$ cat config.mk
export PLATFORM = sky130hd
export DESIGN_NAME = ldm_stm_register_reader
export DESIGN_NICKNAME = d
export VERILOG_FILES = /design/src/rtl/ldm_stm_register_reader_pkg.sv /design/src/rtl/ldm_stm_register_reader_reg_list_scanner.sv /design/src/rtl/ldm_stm_register_reader.sv
export SDC_FILE = /design/constraint.sdc
export NUM_CORES = 1
export LEC_CHECK = 0
export CORE_ASPECT_RATIO = 2
export CORE_UTILIZATION = 55
export CTS_CLUSTER_DIAMETER = 80
export DETAILED_ROUTE_END_ITERATION = 10
export HOLD_SLACK_MARGIN = 0.06
export PLACE_DENSITY = 0.84
export SLEW_MARGIN = 10
export SYNTH_ARGS = -nofsm -noshare
export SYNTH_HDL_FRONTEND = slang
export SYNTH_SLANG_ARGS = --single-unit
$ cat constraint.sdc
create_clock -name CLK -period 28.8 [get_ports CLK]
set_input_delay 2.88 -clock CLK [delete_from_list [all_inputs] [get_ports CLK]]
set_output_delay 2.88 -clock CLK [all_outputs]
set_load 0.05 [all_outputs]
$ cat src/rtl/ldm_stm_register_reader_pkg.sv
// Shared encodings for the store-multiple sequencer: addressing modes, FSM states, word size.
package ldm_stm_register_reader_pkg;

  localparam logic [1:0] MODE_IA = 2'd0;
  localparam logic [1:0] MODE_IB = 2'd1;
  localparam logic [1:0] MODE_DA = 2'd2;
  localparam logic [1:0] MODE_DB = 2'd3;

  typedef enum logic [1:0] {
    ST_IDLE   = 2'd0,
    ST_READ   = 2'd1,
    ST_SEND   = 2'd2,
    ST_FINISH = 2'd3
  } state_t;

  localparam int WORD_BYTES = 4;

endpackage

$ cat src/rtl/ldm_stm_register_reader_reg_list_scanner.sv
// Combinational scan of a register list: lowest set index, empty flag and population count.
module ldm_stm_register_reader_reg_list_scanner #(
  parameter int NREGS     = 16,
  parameter int SEL_WIDTH = 4,
  parameter int CNT_WIDTH = 5
) (
  input  logic [NREGS-1:0]     list,
  output logic [SEL_WIDTH-1:0] lowest,
  output logic                 empty,
  output logic [CNT_WIDTH-1:0] count
);

  // Descending walk so the last hit recorded is the lowest index.
  always_comb begin
    lowest = '0;
    empty  = 1'b1;
    count  = '0;
    for (int i = NREGS - 1; i >= 0; i--) begin
      if (list[i]) begin
        lowest = SEL_WIDTH'(i);
        empty  = 1'b0;
        count  = count + CNT_WIDTH'(1);
      end
    end
  end

endmodule

$ cat src/rtl/ldm_stm_register_reader.sv
// Store-multiple sequencer: reads listed registers via port A in ascending order and hands each
// to memory over valid/ready, then optionally writes the updated base back.
module ldm_stm_register_reader
  import ldm_stm_register_reader_pkg::*;
#(
  parameter int DATA_WIDTH = 32,
  parameter int NREGS      = 16,
  parameter int SEL_WIDTH  = 4
) (
  input  logic                  CLK,
  input  logic                  RST,
  input  logic                  START,
  input  logic [NREGS-1:0]      REGLIST,
  input  logic [DATA_WIDTH-1:0] BASE,
  input  logic [SEL_WIDTH-1:0]  BASE_REG,
  input  logic [1:0]            MODE,
  input  logic                  WB,
  output logic [SEL_WIDTH-1:0]  RA,
  output logic                  RFE,
  input  logic [DATA_WIDTH-1:0] A_IN,
  output logic [DATA_WIDTH-1:0] MEM_ADDR,
  output logic [DATA_WIDTH-1:0] MEM_DATA,
  output logic                  MEM_VALID,
  input  logic                  MEM_READY,
  output logic [SEL_WIDTH-1:0]  RC,
  output logic [DATA_WIDTH-1:0] WB_DATA,
  output logic                  WB_EN,
  output logic                  BUSY,
  output logic                  DONE
);

  localparam int CNT_WIDTH = $clog2(NREGS + 1);

  state_t                state_q, state_d;
  logic [NREGS-1:0]      list_q, list_d;
  logic [DATA_WIDTH-1:0] addr_q, addr_d;
  logic [DATA_WIDTH-1:0] wb_val_q, wb_val_d;
  logic [SEL_WIDTH-1:0]  base_reg_q, base_reg_d;
  logic                  wb_q, wb_d;
  logic [SEL_WIDTH-1:0]  ra_q, ra_d;
  logic                  rfe_q, rfe_d;
  logic [DATA_WIDTH-1:0] mem_addr_q, mem_addr_d;
  logic [DATA_WIDTH-1:0] mem_data_q, mem_data_d;
  logic                  mem_valid_q, mem_valid_d;
  logic [SEL_WIDTH-1:0]  rc_q, rc_d;
  logic [DATA_WIDTH-1:0] wb_data_q, wb_data_d;
  logic                  wb_en_q, wb_en_d;
  logic                  busy_q, busy_d;
  logic                  done_q, done_d;

  logic [NREGS-1:0]      scan_in;
  logic [SEL_WIDTH-1:0]  scan_low;
  logic                  scan_empty;
  logic [CNT_WIDTH-1:0]  scan_cnt;
  logic [DATA_WIDTH-1:0] span;
  logic [DATA_WIDTH-1:0] word;

  // In IDLE the scanner sizes the incoming list; otherwise it looks at what remains
  // once the register currently on RA has been sent.
  assign scan_in = (state_q == ST_IDLE) ? REGLIST
                                        : (list_q & ~(NREGS'(1) << ra_q));

  ldm_stm_register_reader_reg_list_scanner #(
    .NREGS    (NREGS),
    .SEL_WIDTH(SEL_WIDTH),
    .CNT_WIDTH(CNT_WIDTH)
  ) u_scanner (
    .list  (scan_in),
    .lowest(scan_low),
    .empty (scan_empty),
    .count (scan_cnt)
  );

  assign word = DATA_WIDTH'(WORD_BYTES);
  assign span = DATA_WIDTH'(scan_cnt) * word;

  always_comb begin
    state_d     = state_q;
    list_d      = list_q;
    addr_d      = addr_q;
    wb_val_d    = wb_val_q;
    base_reg_d  = base_reg_q;
    wb_d        = wb_q;
    ra_d        = ra_q;
    rfe_d       = 1'b1;
    mem_addr_d  = mem_addr_q;
    mem_data_d  = mem_data_q;
    mem_valid_d = mem_valid_q;
    rc_d        = rc_q;
    wb_data_d   = wb_data_q;
    wb_en_d     = 1'b0;
    busy_d      = busy_q;
    done_d      = 1'b0;
    case (state_q)
      ST_IDLE: begin
        if (START) begin
          list_d     = REGLIST;
          base_reg_d = BASE_REG;
          wb_d       = WB && !scan_empty;
          busy_d     = 1'b1;
          case (MODE)
            MODE_IA: begin addr_d = BASE;               wb_val_d = BASE + span; end
            MODE_IB: begin addr_d = BASE + word;        wb_val_d = BASE + span; end
            MODE_DA: begin addr_d = BASE - span + word; wb_val_d = BASE - span; end
            default: begin addr_d = BASE - span;        wb_val_d = BASE - span; end
          endcase
          if (scan_empty) begin
            state_d = ST_FINISH;
            done_d  = 1'b1;
          end else begin
            state_d = ST_READ;
            ra_d    = scan_low;
            rfe_d   = 1'b0;
          end
        end
      end
      ST_READ: begin
        mem_data_d  = A_IN;
        mem_addr_d  = addr_q;
        mem_valid_d = 1'b1;
        state_d     = ST_SEND;
      end
      ST_SEND: begin
        if (MEM_READY) begin
          mem_valid_d = 1'b0;
          list_d      = scan_in;
          addr_d      = addr_q + word;
          if (scan_empty) begin
            state_d   = ST_FINISH;
            done_d    = 1'b1;
            wb_en_d   = wb_q;
            if (wb_q) begin
              rc_d      = base_reg_q;
              wb_data_d = wb_val_q;
            end
          end else begin
            state_d = ST_READ;
            ra_d    = scan_low;
            rfe_d   = 1'b0;
          end
        end
      end
      default: begin
        busy_d  = 1'b0;
        state_d = ST_IDLE;
      end
    endcase
  end

  always_ff @(posedge CLK or posedge RST) begin
    if (RST) begin
      state_q     <= ST_IDLE;
      list_q      <= '0;
      addr_q      <= '0;
      wb_val_q    <= '0;
      base_reg_q  <= '0;
      wb_q        <= 1'b0;
      ra_q        <= '0;
      rfe_q       <= 1'b1;
      mem_addr_q  <= '0;
      mem_data_q  <= '0;
      mem_valid_q <= 1'b0;
      rc_q        <= '0;
      wb_data_q   <= '0;
      wb_en_q     <= 1'b0;
      busy_q      <= 1'b0;
      done_q      <= 1'b0;
    end else begin
      state_q     <= state_d;
      list_q      <= list_d;
      addr_q      <= addr_d;
      wb_val_q    <= wb_val_d;
      base_reg_q  <= base_reg_d;
      wb_q        <= wb_d;
      ra_q        <= ra_d;
      rfe_q       <= rfe_d;
      mem_addr_q  <= mem_addr_d;
      mem_data_q  <= mem_data_d;
      mem_valid_q <= mem_valid_d;
      rc_q        <= rc_d;
      wb_data_q   <= wb_data_d;
      wb_en_q     <= wb_en_d;
      busy_q      <= busy_d;
      done_q      <= done_d;
    end
  end

  assign RA        = ra_q;
  assign RFE       = rfe_q;
  assign MEM_ADDR  = mem_addr_q;
  assign MEM_DATA  = mem_data_q;
  assign MEM_VALID = mem_valid_q;
  assign RC        = rc_q;
  assign WB_DATA   = wb_data_q;
  assign WB_EN     = wb_en_q;
  assign BUSY      = busy_q;
  assign DONE      = done_q;

endmodule

==> run_1/placement.png <==
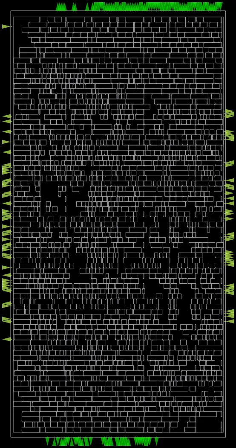
final cell count without fillers: 2,068
final core utilization: 67.79%

==> run_1/io_fan.png <==
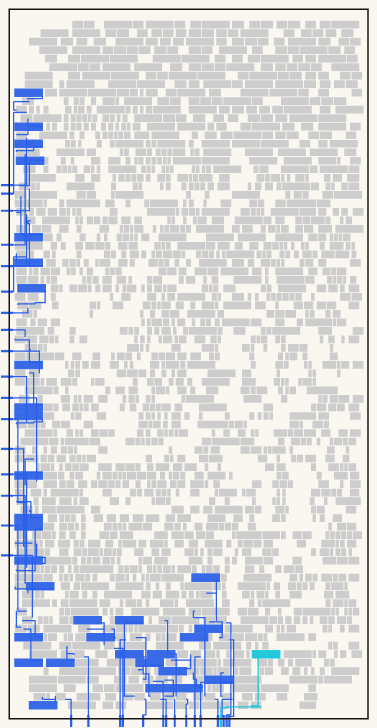
[`MEM_VALID`] cyan | direction: output | end cells: 1 | buffers: 1 | wire: 41.0 um
[`WB_DATA`] blue | direction: output | end cells: 32 | buffers: 32 | wire: 1,150 um

==> run_1/metal_density.png <==
The die is cut into 11 by 23 equal tiles; black is low, pale yellow is high, scaled to the fullest tile. Values are wire area over tile area, all layers added.
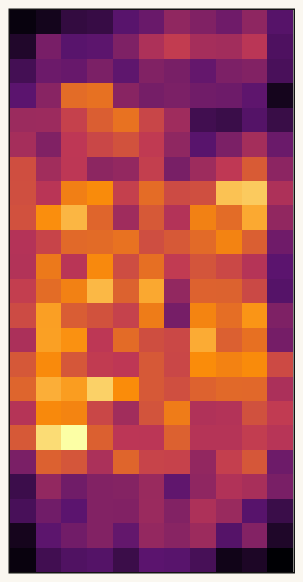
nearly empty tiles: 0.40%
densest ninth of the die: west
fullest tile: 0.67
tiles over half the peak: 45%
mean over tiles: 0.31

==> run_1/layer_met3.png <==
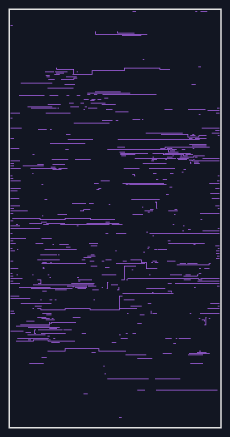
main direction: horizontal
longest straight run: 44.2 um
wire length on this layer: 2,540 um
nets with wire on the layer: 249
share of all routed wire: 5.4%

==> flow_summary.ini, run 1 <==
; yosys + openroad results
[outcome]
outcome = finished, final reports clean

[clocking]
cts_hold_buf = 0
cts_tree = done
cts_setup_buffers = 0
cts-root-buf = clkbuf_16
cts_sinks = 196
clock_latency_ps = 460

[synthesis]
mux_share_pct = 9.617
yosysMostFrequentCell = dfrtp_1
yosys-top-cells-area = dfrtp_1 35%, mux2_2 9.1%, nand2_1 4.8%
xor_area_share_pct = 9.508
syn-num-nets = 1705
ys_sh_simple_pct = 18.42
synthAdderAreaFrac_pct = 3.633
syn-cell-area_um2 = 13840
synthDistinctLibCells = 96
common_cells = 195 x dfrtp_1, 176 x nand2_1, 131 x a21oi_1
yosys_area_um2 = 13840
synthAoiAreaFrac_pct = 19.56
logic_family = AND-OR/OR-AND gates
synthDominantCellAreaShare_pct = 35.25
syn-instance-count = 1575
ys_seq_share_pct = 35.44

[final_layout]
buf_share_pct = 12.97
drive_above_1_share_pct = 12.11
n_all_buffers = 222
mostFrequentLayoutCell = clkdlybuf4s50_1
fin_area_um2 = 16690
largest_cell_class = logic gates
lay_top_cells = 199 x clkdlybuf4s50_1, 195 x dfrtp_1, 175 x nand2_1
fill_cells = 2040
seq_area_um2 = 4906
area_delta_synth_final_pct = 20.60
clock_area_share_pct = 3.635
antenna_cells = 2
flops = 196
comb_area_share_pct = 50.48

[routing]
drtAntennaViolNets = 0
vias_per_cell = 6.332
wl_met1_mm = 15.00
wl_met3_mm = 2.543
totalWireLength_mm = 47.06
remaining_drc_errors = 0

[final_timing]
hold_ws_ps = 471.9
setup_viol = 0
tightest_slew_ps = 1188
slew_viol_final = 0
rsz0062_at_grt = false
tns_ps = 0
fmax_ghz = 0.06193
fin_crit_ps = 16150
slew_headroom_pct = 20.63

[global_routing]
grt-ovfl-total = 0
grt_first_pass_wirelength_mm = 72.17
grt_max_degree = 127
busiest_layer = met2
grt_pass1_vias = 13342
globalRouteMet1Util_pct = 34.20
grt_usage_pct = 37.06

[critical_path]
r2r-end = addr_q[27]$_DFFE_PP0P_
cp_max_fo = 9
required_ps = 29140
r2r_start = state_q[0]$_DFFE_PP0P_
crit_type = in -> reg
crit_arrival_ps = 16480

[place]
port_buffers = 199
place.gp.congestion = 1.016
dpl_cell_area_um2 = 16080
pre_cts_ws_ps = 12380

[floorplan]
nWellTaps = 332
fp.dieW_um = 114.2
fp_util_pct = 56.21
chipArea_um2 = 25850

[flow_run]
cap_violations = 0

[hold_path]
min_path_type = reg -> reg
## run 1: how the worst max path moves through the flow
| stage | startpoint | depth (start not counted) | end |
|---|---|---|---|
| finish | REGLIST[15] | 58 | addr_q[27]$_DFFE_PP0P_ |
| global route | REGLIST[15] | 60 | addr_q[27]$_DFFE_PP0P_ |
| CTS | REGLIST[15] | 58 | addr_q[27]$_DFFE_PP0P_ |
| detailed placement | REGLIST[15] | 58 | addr_q[27]$_DFFE_PP0P_ |
| global placement | REGLIST[15] | 60 | addr_q[27]$_DFFE_PP0P_ |
| floorplan | REGLIST[15] | 59 | addr_q[27]$_DFFE_PP0P_ |
## run 1: critical path: cells and delay by family
family	cells	cell delay [ps]
mux	2	330
buf+inv	5	830
simple gates	14	4020
xor+xnor	9	1650
fa+ha+maj	8	2510
compound gates	20	4240
==> run_1/flops_by_reg.png <==
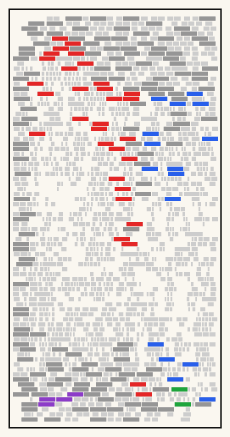

==> run 2: changes to the inputs <==
Settings changed: CORE_UTILIZATION 55 to 51, PLACE_DENSITY 0.84 to 0.82.
Clock period 28.8 ns to 13 ns, I/O delays scaled along.
==> run_2/flops_by_reg.png <==
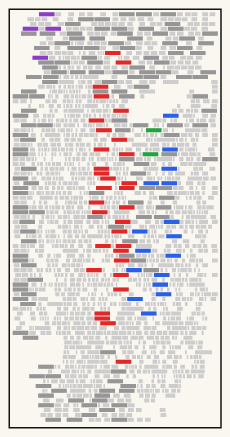
[`base_reg_q`] purple | placed flops: 4 | where: north-west
[`list_q`] blue | placed flops: 16 | where: east
[`addr_q`] red | placed flops: 32
[`state_q`] green | placed flops: 2
not coloured: 142

==> run_2/layer_met3.png <==
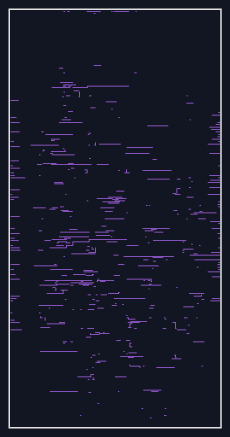
share of all routed wire: 3.6%
nets with wire on the layer: 233

==> flow_summary.ini, run 2 <==
; yosys + openroad results
[outcome]
outcome = finished, final reports clean

[synthesis]
xor_area_share_pct = 9.508
synthAoiAreaFrac_pct = 19.56
ys_cells = 1575
common_cells = 195 x dfrtp_1, 176 x nand2_1, 131 x a21oi_1
async_flop_share_pct = 100.0
mux_share_pct = 9.617
yosys-top-cells-area = dfrtp_1 35%, mux2_2 9.1%, nand2_1 4.8%
yosysMostFrequentCell = dfrtp_1
synth.largest_area_cell = dfrtp_1
ys_seq_share_pct = 35.44
syn-instance-count = 1575
syn-cell-area_um2 = 13840
syn_avg_cell_area_um2 = 8.789
ys_sh_simple_pct = 18.42
synthDominantCellAreaShare_pct = 35.25
synthDistinctLibCells = 96
synthAdderAreaFrac_pct = 3.633
ff_type = dfrtp_1
logic_family = AND-OR/OR-AND gates
syn-num-nets = 1705
yosys_area_um2 = 13840

[critical_path]
critical_path_buf_inv_count = 7
crit_arrival_ps = 13050
slowest_delay_ps = 510
crit_type = in -> reg
reg2reg_slack_ps = 510
ff2ff_path_depth = 61
required_ps = 13350
crit_path_end_kind = flip-flop
slowest_stage = or4b_4
r2r_start = state_q[0]$_DFFE_PP0P_
cp_max_fo = 5
r2r-end = addr_q[27]$_DFFE_PP0P_
cp_top_family = AND-OR/OR-AND gates

[final_layout]
final_util_pct = 66.91
lay_top_cells = 199 x clkdlybuf4s50_1, 195 x dfrtp_1, 174 x nand2_1
largest_cell_class = logic gates
clock_buffers = 19
buf_share_pct = 16.97
flops = 196
combGateArea_um2 = 8778
fill_cells = 2187
comb_area_share_pct = 48.95
antenna_cells = 0
mostFrequentLayoutCell = clkdlybuf4s50_1
area_delta_synth_final_pct = 29.55
clock_area_share_pct = 3.356
inverters = 43
fin_area_um2 = 17930
drive_above_1_share_pct = 20.25
seq_area_um2 = 4906
final_cells = 2200
n_all_buffers = 338

[floorplan]
chipHeight_um = 235.0
fp.coreArea_um2 = 26800
chipArea_um2 = 27850
nWellTaps = 348
fp.dieW_um = 118.5
rows = 85
ios = 200
fp_util_pct = 51.65

[clocking]
clock_latency_ps = 460
cts-root-buf = clkbuf_16
cts_setup_buffers = 2
cts_hold_buf = 0
cts_tree = done
h-tree-depth = 4
cts_sinks = 196

[final_timing]
tightest_slew_ps = 1118
layout_setup_ws_ps = 302.3
slew_viol_final = 0
finalHoldViolCount = 0
tns_ps = 0
slew_headroom_pct = 25.29
rsz0062_at_grt = true
hold_ws_ps = 481.7
fin_crit_sh_pct = 97.67
fin_crit_ps = 12700
setup_viol = 0
fmax_ghz = 0.07875

[place]
place.gp.congestion = 1.016
dp.cells = 2161
port_buffers = 199
pre_cts_ws_ps = -734.4
hpwl_mm = 32.52
dpl_cell_area_um2 = 16950

[global_routing]
grt_usage_pct = 31.16
globalRouteMet1Util_pct = 31.87
grt_pass1_vias = 13487
grt_first_pass_wirelength_mm = 68.71
antenna_found_initial = 0
grt_max_degree = 126
grt.met2_usage_pct = 58.65
grt-ovfl-total = 0
busiest_layer = met2

[flow_run]
cap_violations = 0

[routing]
drtAntennaViolNets = 0
wl_met1_mm = 15.33
remaining_drc_errors = 0
dr_total_vias = 13442
totalWireLength_mm = 43.49
drt_iter0_markers = 880
wl_met3_mm = 1.556
routed.top_layer = met4
vias_per_cell = 6.110

[hold_path]
holdPathStages = 2
hold_path_end = addr_q[1]$_DFFE_PP0P_
min_path_type = reg -> reg
## run 2: netlist changes by cell type in the layout (fill, tap and decap cells not counted), sizes merged
cell,delta
clkinvlp,-1
diode,-2
buf,+116
clkbuf,+1
inv,+2
clkinv,+1
bufinv,-1
## run 2: worst max path at each step
stage,end,depth (start not counted),slack [ps],from
2_1_floorplan,addr_q[27]$_DFFE_PP0P_,67,20,state_q[0]$_DFFE_PP0P_
3_3_place_gp,addr_q[27]$_DFFE_PP0P_,55,-430,REGLIST[15]
3_5_place_dp,addr_q[27]$_DFFE_PP0P_,57,-730,REGLIST[15]
6_report,addr_q[27]$_DFFE_PP0P_,59,300,REGLIST[14]
5_1_grt,addr_q[27]$_DFFE_PP0P_,60,-220,REGLIST[15]
4_1_cts,addr_q[27]$_DFFE_PP0P_,60,4,REGLIST[15]
